==> images/logic_types.png <==
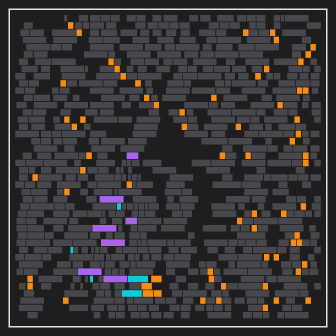
==> images/io_fan.png <==
The bar under the picture is 20 um long.
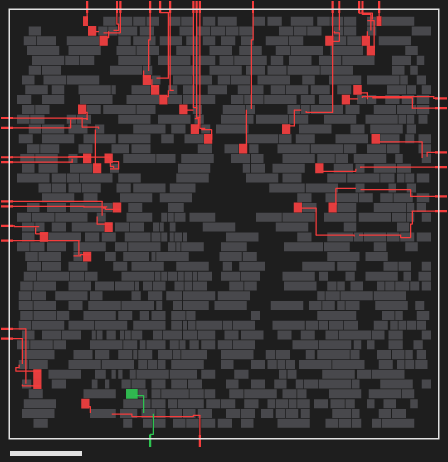
==> images/congestion.png <==
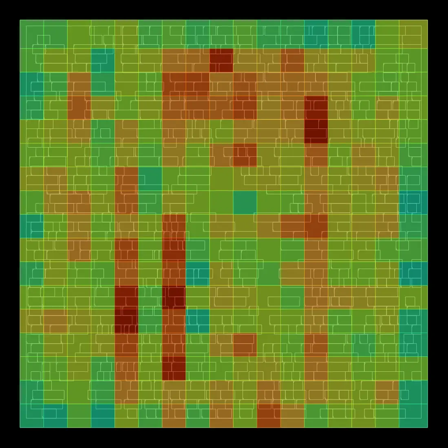
==> images/flops_by_reg.png <==
The bar under the picture is 20 um long. Other sequential cells in the stronger gray, the rest of the logic in the fainter gray.
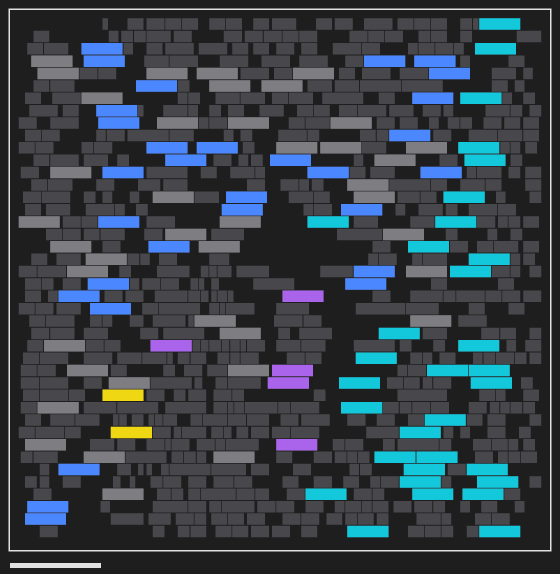
==> images/detail.png <==
The bar under the picture is 10 um long. Window x 17 to 42, y 17 to 42 um. Cells in gray, sequential cells in the stronger gray; small squares are vias.
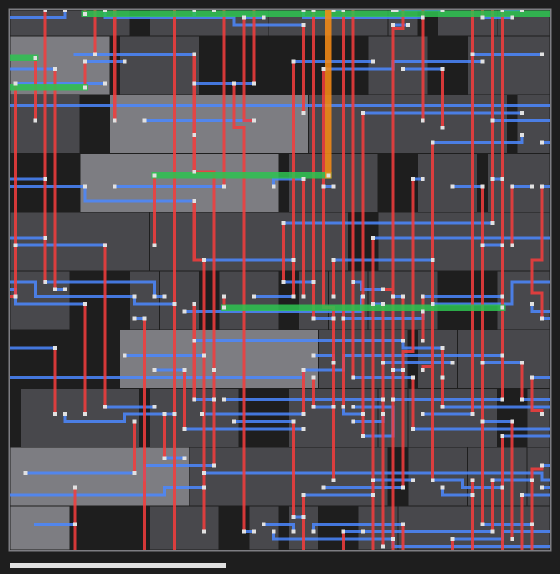
File: src/rtl/core_pkg.sv
`default_nettype none
// ============================================================================
// Package     : core_pkg
// Description : Shared types and constants for the core's EX/MEM boundary:
//               memory-access FSM state enum, ALU op codes, bus byte enables.
// Revision    : 1.0 - initial release
// ============================================================================
package core_pkg;

  // Memory-access unit FSM states (2-bit encoding)
  typedef enum logic [1:0] {
    ST_IDLE = 2'd0,
    ST_REQ  = 2'd1,
    ST_WAIT = 2'd2,
    ST_DONE = 2'd3
  } mau_state_e;

  // ALU operation codes produced by the decoder for EX
  localparam logic [4:0] ALU_ADD     = 5'b01101;
  localparam logic [4:0] ALU_LW_JALR = 5'b10100;
  localparam logic [4:0] ALU_SW      = 5'b10101;

  // Full-word byte enables on the data-memory bus
  localparam logic [3:0] BE_WORD = 4'b1111;

endpackage
`default_nettype wire

File: src/rtl/mem_access_unit_if.sv
`default_nettype none
// ============================================================================
// Interface   : mem_access_unit_if
// Description : Request/grant/response data-memory bus between the
//               memory-access stage (master) and data memory (slave).
// Revision    : 1.0 - initial release
// ============================================================================
interface mem_access_unit_if;

  logic        mem_req_o;
  logic        mem_we_o;
  logic [31:0] mem_addr_o;
  logic [31:0] mem_wdata_o;
  logic [3:0]  mem_be_o;
  logic        mem_gnt_i;
  logic        mem_rvalid_i;
  logic [31:0] mem_rdata_i;

  modport master (
    output mem_req_o, mem_we_o, mem_addr_o, mem_wdata_o, mem_be_o,
    input  mem_gnt_i, mem_rvalid_i, mem_rdata_i
  );

  modport slave (
    input  mem_req_o, mem_we_o, mem_addr_o, mem_wdata_o, mem_be_o,
    output mem_gnt_i, mem_rvalid_i, mem_rdata_i
  );

endinterface
`default_nettype wire

File: src/rtl/mem_access_unit.sv
`default_nettype none
// ============================================================================
// Module      : mem_access_unit
// Description : MEM stage. Runs lw/sw over the data-memory bus, stalls the
//               core until the access completes (or times out / is found
//               misaligned) and drives register-file writeback for all
//               instructions.
// Revision    : 1.0 - initial release
// ============================================================================
module mem_access_unit
  import core_pkg::*;
#(
  parameter int TIMEOUT_CYCLES = 16,
  parameter int CNT_W          = 5
) (
  input  logic              clk,
  input  logic              rst,
  input  logic              valid_i,
  input  logic              mem_read_i,
  input  logic              mem_write_i,
  input  logic              reg_write_i,
  input  logic [4:0]        rd_i,
  input  logic [31:0]       ALUOut_i,
  input  logic [31:0]       StoreData_i,
  output logic              stall_o,
  mem_access_unit_if.master bus,
  output logic              wb_en_o,
  output logic [4:0]        wb_rd_o,
  output logic [31:0]       wb_data_o,
  output logic              misalign_o,
  output logic              bus_err_o
);

  localparam logic [1:0] S_IDLE = ST_IDLE;
  localparam logic [1:0] S_REQ  = ST_REQ;
  localparam logic [1:0] S_WAIT = ST_WAIT;
  localparam logic [1:0] S_DONE = ST_DONE;

  logic [1:0]       state_q, state_d;
  logic [CNT_W-1:0] cnt_q, cnt_d;
  logic [31:2]      addr_q, addr_d;
  logic [31:0]      wdata_q, wdata_d;
  logic [31:0]      rdata_q, rdata_d;
  logic [4:0]       rd_q, rd_d;
  logic             we_q, we_d;
  logic             misal_q, misal_d;
  logic             tout_q, tout_d;

  logic             w_mem_op;
  logic             w_expired;

  assign w_mem_op  = valid_i & (mem_read_i | mem_write_i);
  // Last permitted cycle of REQ+WAIT; a completion in this cycle still wins
  assign w_expired = (cnt_q == CNT_W'(TIMEOUT_CYCLES - 1));

  // Next-state, latch and timeout-counter logic
  always_comb begin
    state_d = state_q;
    cnt_d   = cnt_q;
    addr_d  = addr_q;
    wdata_d = wdata_q;
    rdata_d = rdata_q;
    rd_d    = rd_q;
    we_d    = we_q;
    misal_d = misal_q;
    tout_d  = tout_q;
    case (state_q)
      S_IDLE: begin
        if (w_mem_op) begin
          addr_d  = ALUOut_i[31:2];
          wdata_d = StoreData_i;
          rd_d    = rd_i;
          // lw+sw together is treated as a read
          we_d    = mem_write_i & ~mem_read_i;
          misal_d = |ALUOut_i[1:0];
          tout_d  = 1'b0;
          cnt_d   = '0;
          state_d = (|ALUOut_i[1:0]) ? S_DONE : S_REQ;
        end
      end
      S_REQ: begin
        cnt_d = cnt_q + CNT_W'(1);
        if (bus.mem_gnt_i && bus.mem_rvalid_i) begin
          rdata_d = bus.mem_rdata_i;
          state_d = S_DONE;
        end else if (w_expired) begin
          tout_d  = 1'b1;
          state_d = S_DONE;
        end else if (bus.mem_gnt_i) begin
          state_d = S_WAIT;
        end
      end
      S_WAIT: begin
        cnt_d = cnt_q + CNT_W'(1);
        if (bus.mem_rvalid_i) begin
          rdata_d = bus.mem_rdata_i;
          state_d = S_DONE;
        end else if (w_expired) begin
          tout_d  = 1'b1;
          state_d = S_DONE;
        end
      end
      default: begin
        state_d = S_IDLE;
      end
    endcase
  end

  // State registers; reset clears FSM, counter and all latches immediately
  always_ff @(posedge clk or negedge rst) begin
    if (!rst) begin
      state_q <= S_IDLE;
      cnt_q   <= '0;
      addr_q  <= '0;
      wdata_q <= '0;
      rdata_q <= '0;
      rd_q    <= '0;
      we_q    <= 1'b0;
      misal_q <= 1'b0;
      tout_q  <= 1'b0;
    end else begin
      state_q <= state_d;
      cnt_q   <= cnt_d;
      addr_q  <= addr_d;
      wdata_q <= wdata_d;
      rdata_q <= rdata_d;
      rd_q    <= rd_d;
      we_q    <= we_d;
      misal_q <= misal_d;
      tout_q  <= tout_d;
    end
  end

  // Output decode; everything is held at 0 while reset is asserted
  always_comb begin
    stall_o         = 1'b0;
    wb_en_o         = 1'b0;
    wb_rd_o         = '0;
    wb_data_o       = '0;
    misalign_o      = 1'b0;
    bus_err_o       = 1'b0;
    bus.mem_req_o   = 1'b0;
    bus.mem_we_o    = 1'b0;
    bus.mem_be_o    = '0;
    bus.mem_addr_o  = '0;
    bus.mem_wdata_o = '0;
    if (rst) begin
      bus.mem_addr_o  = {addr_q, 2'b00};
      bus.mem_wdata_o = wdata_q;
      case (state_q)
        S_IDLE: begin
          if (w_mem_op) begin
            stall_o = 1'b1;
          end else if (valid_i) begin
            wb_en_o   = reg_write_i;
            wb_rd_o   = rd_i;
            wb_data_o = ALUOut_i;
          end
        end
        S_REQ: begin
          stall_o       = 1'b1;
          bus.mem_req_o = 1'b1;
          bus.mem_we_o  = we_q;
          bus.mem_be_o  = BE_WORD;
        end
        S_WAIT: begin
          stall_o = 1'b1;
        end
        default: begin
          misalign_o = misal_q;
          bus_err_o  = tout_q;
          if (!we_q && !misal_q && !tout_q) begin
            wb_en_o   = 1'b1;
            wb_rd_o   = rd_q;
            wb_data_o = rdata_q;
          end
        end
      endcase
    end
  end

endmodule
`default_nettype wire

File: src/flat_wrapper.sv
// flat-port wrapper written by rule: the top's interface ports become plain ports
module mem_access_unit_flat import core_pkg::*;
#(
  parameter int TIMEOUT_CYCLES = 16,
  parameter int CNT_W          = 5
)
  (clk, rst, valid_i, mem_read_i, mem_write_i, reg_write_i, rd_i, ALUOut_i, StoreData_i, stall_o, wb_en_o, wb_rd_o, wb_data_o, misalign_o, bus_err_o, bus_mem_req_o, bus_mem_we_o, bus_mem_addr_o, bus_mem_wdata_o, bus_mem_be_o, bus_mem_gnt_i, bus_mem_rvalid_i, bus_mem_rdata_i);
  mem_access_unit_if bus_i ();
  input  logic clk;
  input  logic rst;
  input  logic valid_i;
  input  logic mem_read_i;
  input  logic mem_write_i;
  input  logic reg_write_i;
  input  logic [4:0] rd_i;
  input  logic [31:0] ALUOut_i;
  input  logic [31:0] StoreData_i;
  output logic stall_o;
  output logic wb_en_o;
  output logic [4:0] wb_rd_o;
  output logic [31:0] wb_data_o;
  output logic misalign_o;
  output logic bus_err_o;
  output wire logic [$bits(bus_i.mem_req_o)-1:0] bus_mem_req_o;
  output wire logic [$bits(bus_i.mem_we_o)-1:0] bus_mem_we_o;
  output wire logic [$bits(bus_i.mem_addr_o)-1:0] bus_mem_addr_o;
  output wire logic [$bits(bus_i.mem_wdata_o)-1:0] bus_mem_wdata_o;
  output wire logic [$bits(bus_i.mem_be_o)-1:0] bus_mem_be_o;
  input wire logic [$bits(bus_i.mem_gnt_i)-1:0] bus_mem_gnt_i;
  input wire logic [$bits(bus_i.mem_rvalid_i)-1:0] bus_mem_rvalid_i;
  input wire logic [$bits(bus_i.mem_rdata_i)-1:0] bus_mem_rdata_i;
  assign bus_mem_req_o = bus_i.mem_req_o;
  assign bus_mem_we_o = bus_i.mem_we_o;
  assign bus_mem_addr_o = bus_i.mem_addr_o;
  assign bus_mem_wdata_o = bus_i.mem_wdata_o;
  assign bus_mem_be_o = bus_i.mem_be_o;
  assign bus_i.mem_gnt_i = bus_mem_gnt_i;
  assign bus_i.mem_rvalid_i = bus_mem_rvalid_i;
  assign bus_i.mem_rdata_i = bus_mem_rdata_i;
  mem_access_unit #(.TIMEOUT_CYCLES(TIMEOUT_CYCLES), .CNT_W(CNT_W)) u_core (.clk(clk), .rst(rst), .valid_i(valid_i), .mem_read_i(mem_read_i), .mem_write_i(mem_write_i), .reg_write_i(reg_write_i), .rd_i(rd_i), .ALUOut_i(ALUOut_i), .StoreData_i(StoreData_i), .stall_o(stall_o), .bus(bus_i), .wb_en_o(wb_en_o), .wb_rd_o(wb_rd_o), .wb_data_o(wb_data_o), .misalign_o(misalign_o), .bus_err_o(bus_err_o));
endmodule
File: config.mk
export PLATFORM = sky130hd
export DESIGN_NAME = mem_access_unit_flat
export DESIGN_NICKNAME = d
export VERILOG_FILES = /design/src/rtl/core_pkg.sv /design/src/rtl/mem_access_unit_if.sv /design/src/rtl/mem_access_unit.sv /design/src/flat_wrapper.sv
export SDC_FILE = /design/constraint.sdc
export NUM_CORES = 1
export LEC_CHECK = 0
export CORE_MARGIN = 1.5
export CORE_UTILIZATION = 39
export DETAILED_ROUTE_END_ITERATION = 12
export GPL_ROUTABILITY_DRIVEN = 1
export PLACE_DENSITY_LB_ADDON = 0.1
export SYNTH_ARGS = -nofsm -noshare
export SYNTH_HDL_FRONTEND = slang
export SYNTH_SLANG_ARGS = --single-unit
File: constraint.sdc
create_clock -name clk -period 1.8 [get_ports clk]
set_input_delay 0.36 -clock clk [delete_from_list [all_inputs] [get_ports clk]]
set_output_delay 0.36 -clock clk [all_outputs]
set_load 0.03 [all_outputs]
==> impl_metrics.ini <==
; yosys + openroad results
[clock_tree]
cts.sink_count = 109
htreeDepth = 3
clk_transition_reported_paths_ps = 70

[critical_path]
critical_path.slowest_cell = sky130_fd_sc_hd__dfrtp_1
setup.worst_path.start = u_core.state_q[1]
crit_buf_inv = 4

[run_status]
outcome = finished with violations
violated_checks = setup timing

[detailed_routing]
drc = 0

[layout]
buf_share_pct = 31.7
antenna_cells_inserted = 0
inverters = 7
post-route-cell-area_mm2 = 0.00913

[place]
gpl.final_weighted_congestion = 0.790
hpwl_mm = 10.5

[yosys]
synth-edff-count = 0
ys_dominant_reg_cell = sky130_fd_sc_hd__dfrtp_1
syn_inst = 407
synth-area-yosys_mm2 = 0.00522
top_cell_area_share_pct = 52.3

[floorplanning]
die_h_um = 119
nWellTaps = 176
die_area_mm2 = 0.0141

[pwr]
power_sequential_w = 0.00441
clockPowerShare_pct = 16.2
power.sequential.fraction_pct = 32.3

[timing]
setup_viol = 88
setup_slack_ps = -591

[global_routing]
grt_pass1_vias = 4509
Back to the opening pictures, logic_types.png:
[purple] fa/ha/maj cells | cells: 7
[cyan] nor cells | cells: 5
[orange] and/or cells | cells: 67 | where: all over the die
Comb area share: 32.1%
most instantiated logic cell after routing: sky130_fd_sc_hd__dfrtp_1
number of cells in the finished layout apart from fillers: 850

Back to the opening pictures, io_fan.png:
[red] bus_mem_addr_o | direction: output | end cells: 32 | buffers: 30 | wire: 815 um
[green] stall_o | direction: output | end cells: 1 | buffers: 1 | wire: 14.3 um
number of port buffers: 217
number of I/O pins: 220

Back to the opening pictures, congestion.png:
overall fraction of global-route tracks in use: 21.0%
post-detailed-route wirelength per cell: 18.0 um

Back to the opening pictures, flops_by_reg.png:
[purple] u_core.rd_q | sequential cells: 5
[yellow] u_core.state_q | sequential cells: 2
[cyan] u_core.wdata_q | sequential cells: 32 | where: a column on the right
[blue] u_core.addr_q | sequential cells: 30
not colored: 40
sequential fraction of total cell area: 29.9%
FF+latch area: 0.00273 mm2

Back to the opening pictures, detail.png:
[orange] metal 4
[red] metal 2
[blue] metal 1
[green] metal 3
most frequent: buf_6 (6), buf_4 (6), dfrtp_1 (5)
netlist names of flops here include: u_core.rdata_q (3), u_core.state_q (2)
sequential cells in the window: 5
cells with their middle in the window: 41

